Figure 1. Metal 3.
Cells faint in the background.
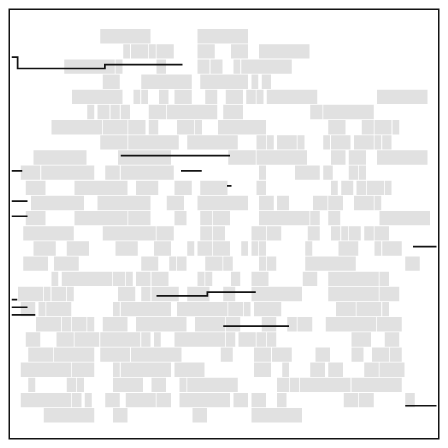
Figure 2. Routed metal per tile.
Scale bar: 20 um. 15 x 15 tiles, from white (low) to dark blue (high), scaled to the fullest tile. Values are wire area over tile area, all layers added.
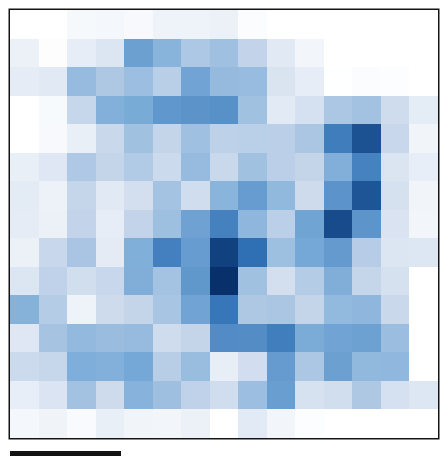
Figure 3. Clock network drawn from the DEF.
Scale bar: 20 um.
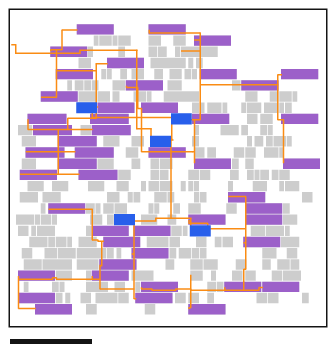
[config.mk]
export PLATFORM = sky130hd
export DESIGN_NAME = keypad_scan_debounce
export DESIGN_NICKNAME = d
export VERILOG_FILES = /design/src/rtl/keypad_pkg.sv /design/src/rtl/col_sync.sv /design/src/rtl/keypad_scan_debounce.sv
export SDC_FILE = /design/constraint.sdc
export NUM_CORES = 1
export LEC_CHECK = 0
export CAP_MARGIN = 0
export CELL_PAD_IN_SITES_DETAIL_PLACEMENT = 0
export CELL_PAD_IN_SITES_GLOBAL_PLACEMENT = 1
export CORE_UTILIZATION = 48
export CTS_CLUSTER_DIAMETER = 60
export DETAILED_ROUTE_END_ITERATION = 10
export GPL_ROUTABILITY_DRIVEN = 1
export GPL_TIMING_DRIVEN = 1
export PLACE_DENSITY_LB_ADDON = 0.3
export REMOVE_ABC_BUFFERS = 1
export SYNTH_ARGS = -nofsm -noshare
export SYNTH_HDL_FRONTEND = slang
export SYNTH_SLANG_ARGS = --single-unit
[constraint.sdc]
create_clock -name hwclk -period 3.1 [get_ports hwclk]
set_input_delay 0.62 -clock hwclk [delete_from_list [all_inputs] [get_ports hwclk]]
set_output_delay 0.62 -clock hwclk [all_outputs]
set_load 0.1 [all_outputs]
[src/rtl/keypad_pkg.sv]
// Shared types and helpers for the keypad scan/debounce front-end.
// Row/column indices are 0-based; key codes are 1..9 with 0 meaning "none".
package keypad_pkg;

    localparam int NUM_ROWS = 3;
    localparam int NUM_COLS = 3;

    localparam logic [3:0] KEY_NONE = 4'd0;

    typedef enum logic [1:0] {
        SCAN     = 2'd0,
        DEBOUNCE = 2'd1,
        HELD     = 2'd2
    } state_t;

    function automatic logic [3:0] key_code(input logic [1:0] row, input logic [1:0] col);
        return ({2'b00, row} * 4'd3) + {2'b00, col} + 4'd1;
    endfunction

    // True only for a single low column; multi-key patterns are rejected.
    function automatic logic single_low(input logic [NUM_COLS-1:0] cols);
        return (cols == 3'b110) || (cols == 3'b101) || (cols == 3'b011);
    endfunction

    function automatic logic [1:0] low_col(input logic [NUM_COLS-1:0] cols);
        case (cols)
            3'b101:  return 2'd1;
            3'b011:  return 2'd2;
            default: return 2'd0;
        endcase
    endfunction

    function automatic logic [1:0] next_row(input logic [1:0] row);
        return (row == 2'(NUM_ROWS - 1)) ? 2'd0 : row + 2'd1;
    endfunction

endpackage

[src/rtl/col_sync.sv]
// Multi-bit 2-FF synchronizer for the asynchronous keypad column inputs.
// Resets to all-1, the idle (pulled-up, no key) level.
module col_sync #(
    parameter int WIDTH = 3
) (
    input  logic             hwclk,
    input  logic             rst_n,
    input  logic [WIDTH-1:0] i_async,
    output logic [WIDTH-1:0] o_sync
);

    logic [WIDTH-1:0] r_meta;
    logic [WIDTH-1:0] r_sync;

    // NOTE: non-blocking assignments make r_meta -> r_sync a true two-stage
    // pipeline; blocking ones would collapse it into a single flop.
    always_ff @(posedge hwclk or negedge rst_n) begin
        if (!rst_n) begin
            r_meta <= {WIDTH{1'b1}};
            r_sync <= {WIDTH{1'b1}};
        end else begin
            r_meta <= i_async;
            r_sync <= r_meta;
        end
    end

    assign o_sync = r_sync;

endmodule

[src/rtl/keypad_scan_debounce.sv]
// 3x3 keypad row scanner with press/release debounce and single-key encoding.
// Emits the held key code, a debounced held flag and a one-cycle press strobe.
module keypad_scan_debounce
    import keypad_pkg::*;
#(
    parameter int ROW_DWELL        = 1200,
    parameter int DEBOUNCE_SAMPLES = 100
) (
    input  logic       hwclk,
    input  logic       rst_n,
    output logic       keypad_r1,
    output logic       keypad_r2,
    output logic       keypad_r3,
    input  logic       keypad_c1,
    input  logic       keypad_c2,
    input  logic       keypad_c3,
    output logic [3:0] button,
    output logic       bstate,
    output logic       key_valid
);

    localparam int DW_W  = $clog2(ROW_DWELL);
    localparam int CNT_W = $clog2(DEBOUNCE_SAMPLES + 1);

    localparam logic [DW_W-1:0]  DWELL_LAST = DW_W'(ROW_DWELL - 1);
    localparam logic [CNT_W-1:0] CNT_DONE   = CNT_W'(DEBOUNCE_SAMPLES);
    localparam logic [CNT_W-1:0] CNT_ONE    = CNT_W'(1);

    logic [NUM_COLS-1:0] w_col_raw;
    logic [NUM_COLS-1:0] w_col_s;
    logic                w_sample;
    logic [CNT_W-1:0]    w_match_inc;
    logic [CNT_W-1:0]    w_release_inc;
    logic [3:0]          w_scan_code;

    logic [DW_W-1:0]     r_dwell;
    state_t              r_state;
    logic [1:0]          r_row;
    logic [3:0]          r_cand_code;
    logic [NUM_COLS-1:0] r_cand_pat;
    logic [CNT_W-1:0]    r_match;
    logic [CNT_W-1:0]    r_release;
    logic [3:0]          r_button;
    logic                r_bstate;
    logic                r_key_valid;

    assign w_col_raw = {keypad_c3, keypad_c2, keypad_c1};

    col_sync #(.WIDTH(NUM_COLS)) u_col_sync (
        .hwclk   (hwclk),
        .rst_n   (rst_n),
        .i_async (w_col_raw),
        .o_sync  (w_col_s)
    );

    assign w_sample      = (r_dwell == DWELL_LAST);
    assign w_match_inc   = r_match + CNT_ONE;
    assign w_release_inc = r_release + CNT_ONE;
    assign w_scan_code   = key_code(r_row, low_col(w_col_s));

    always_ff @(posedge hwclk or negedge rst_n) begin
        if (!rst_n) begin
            r_dwell <= '0;
        end else if (w_sample) begin
            r_dwell <= '0;
        end else begin
            r_dwell <= r_dwell + 1'b1;
        end
    end

    always_ff @(posedge hwclk or negedge rst_n) begin
        if (!rst_n) begin
            r_state     <= SCAN;
            r_row       <= 2'd0;
            r_cand_code <= KEY_NONE;
            r_cand_pat  <= '1;
            r_match     <= '0;
            r_release   <= '0;
            r_button    <= KEY_NONE;
            r_bstate    <= 1'b0;
            r_key_valid <= 1'b0;
        end else begin
            r_key_valid <= 1'b0;
            if (w_sample) begin
                case (r_state)
                    SCAN: begin
                        if (single_low(w_col_s)) begin
                            // Capturing sample counts as the first match; row stays put.
                            r_cand_code <= w_scan_code;
                            r_cand_pat  <= w_col_s;
                            r_match     <= CNT_ONE;
                            if (DEBOUNCE_SAMPLES == 1) begin
                                r_button    <= w_scan_code;
                                r_bstate    <= 1'b1;
                                r_key_valid <= 1'b1;
                                r_release   <= '0;
                                r_state     <= HELD;
                            end else begin
                                r_state <= DEBOUNCE;
                            end
                        end else begin
                            r_row <= next_row(r_row);
                        end
                    end
                    DEBOUNCE: begin
                        if (w_col_s == r_cand_pat) begin
                            r_match <= w_match_inc;
                            if (w_match_inc == CNT_DONE) begin
                                r_button    <= r_cand_code;
                                r_bstate    <= 1'b1;
                                r_key_valid <= 1'b1;
                                r_release   <= '0;
                                r_state     <= HELD;
                            end
                        end else begin
                            r_state <= SCAN;
                            r_row   <= next_row(r_row);
                        end
                    end
                    HELD: begin
                        // Any low column, including extra keys, keeps the key held.
                        if (w_col_s == '1) begin
                            if (w_release_inc == CNT_DONE) begin
                                r_bstate  <= 1'b0;
                                r_release <= '0;
                                r_state   <= SCAN;
                                r_row     <= next_row(r_row);
                            end else begin
                                r_release <= w_release_inc;
                            end
                        end else begin
                            r_release <= '0;
                        end
                    end
                    default: r_state <= SCAN;
                endcase
            end
        end
    end

    assign keypad_r1 = (r_row != 2'd0);
    assign keypad_r2 = (r_row != 2'd1);
    assign keypad_r3 = (r_row != 2'd2);

    assign button    = r_button;
    assign bstate    = r_bstate;
    assign key_valid = r_key_valid;

endmodule

==> flow_summary_export.csv <==
group,metric,value,unit
finish,layout.clock.cell_area_share,3.76,%
setup_path,critical_path.reg2reg.startpoint,"r_match[0]",
sta,rsz0062_at_grt,"no",
logic_synthesis,adder_share,7.08,%
logic_synthesis,edf_count,0,
cts,clock_sink_count,48,
logic_synthesis,synth-cells-yosys,249,
finish,n_clock_buffer,6,
sta,report.final.slew_viol_count,0,
route,routed.top_layer,"met4",
finish,final_core_utilization,55.9,%
setup_path,timing.critical_path.required,3.29,ns
sta,timing.max_slew.rel_slack,34.1,%
power,power_frac_comb,3.1,%
grt,grt_pass1_wl,8.20,mm
sta,final_hold_viol_count,0,
logic_synthesis,async_flop_share,100,%
setup_path,setup.worst_path.start,"r_match[0]",
finish,num_antenna_cells,0,
hold_path,min_to,"u_col_sync.o_sync[2]",
setup_path,worstPathCellList,"ha_1, and3_1, or3b_1, a221o_1, a221oi_2, mux2_2",
floorplan,die_width,76.8,um
setup_path,worst-endpoint-arrival,2.73,ns
logic_synthesis,synth_top_flop_cell,"dfrtp_1",
setup_path,r2r_slack,0.55,ns
route,wl_met2,2.01,mm
logic_synthesis,netlist.top_cell.by_area,"dfrtp_1",
logic_synthesis,topCellsByArea,"dfrtp_1 36%, dfstp_2 8.8%, ha_1 5.6%",
place,port_buffers,13,
floorplan,io_pins,14,
logic_synthesis,synth_cell_types,55,
grt,first_global_vias,1780,
finish,lay_top_cells,"39 x dfrtp_1, 25 x nand2_1, 13 x o21ai_0",
logic_synthesis,synth_area_per_cell,10.8,um^2
cts,clock_tree_from_tritoncts,"yes",
cts,cts-hold-fix-buffers,0,
power,power_sequential,638,uW
finish,final_layout_top_logic_cell,"dfrtp_1",
finish,register_area,1210,um^2
power,combinationalPower,33.7,uW
setup_path,endpoint_kind,"flop",
logic_synthesis,simple_gate_area_share,20.1,%
finish,largest_class,"multi-input combinational cells",
cts,post_cts_buffers,0,
sta,post-route-period-util,82.1,%
floorplan,floorplan.die_area,5900,um^2
cts,clock_path_buffers,2,
setup_path,critPathMaxFanout,7,
finish,inv_count,12,
finish,non_filler_cells_in_the_finished_layout,332,
setup_path,timing.setup.critical_path_class,"reg -> reg",
sta,finalSetupTns,0,ns
logic_synthesis,mux_share,7.41,%
sta,max_freq,393,MHz
route,post_drt_via_cell_ratio,5.36,
cts,cts_max_level,2,
cts,cts-root-buf,"clkbuf_8",
setup_path,endpoint,"r_state[0]",
finish,buf_share,3.76,%
power,total_switching_power,242,uW
sta,finalSetupViolCount,0,
status,run_status,"complete, no violations",
logic_synthesis,synth-warning-count,0,
cts,post_cts_resize_count,0,
power,power.share.sequential,58.1,%
sta,hold-worst-slack,0.359,ns
cts,number_of_cts_inserted_buffers,5,
setup_path,crit_path_top_delay_cell,"dfrtp_1",
setup_path,critical_path.top_delay_family,"AND-OR/OR-AND gates",
power,power_switching_share,22.1,%
route,drt.antenna.violating_nets,0,
setup_path,startpoint_type,"flop",
logic_synthesis,synthesis_area_per_yosys,2690,um^2
power,internal_power,856,uW
floorplan,coreArea,5240,um^2
logic_synthesis,synth.most_common_cell,"dfrtp_1",
-- Figure 1 (at the start) --
nets with wire on the layer: 11
share of all routed wire: 2.4%
main direction: horizontal
fraction of met3 tracks used by global routing: 3.57%
total wire length: 4.56 mm
count of vias placed by the detailed router: 1778

-- Figure 2 (at the start) --
fullest tile: 0.43
emptiest ninth of the die: top right
tiles over half the peak: 16%
densest ninth of the die: middle
nearly empty tiles: 13%
mean over tiles: 0.12
wire length per cell: 13.7 um
global-route total usage across every layer: 17.2%

-- Figure 3 (at the start) --
[clock wires] orange | length: 557 um
[flip-flops] purple | count: 48
[cells driving clock nets] blue | count: 5
routed clock nets: 6
clock share of power: 38.9%
clock skew: 0.00784 ns
worst-skew pair later-pin latency: 0.30 ns
clock network power: 427 uW

No activity file was given, so power comes from the tool's default toggle rates.
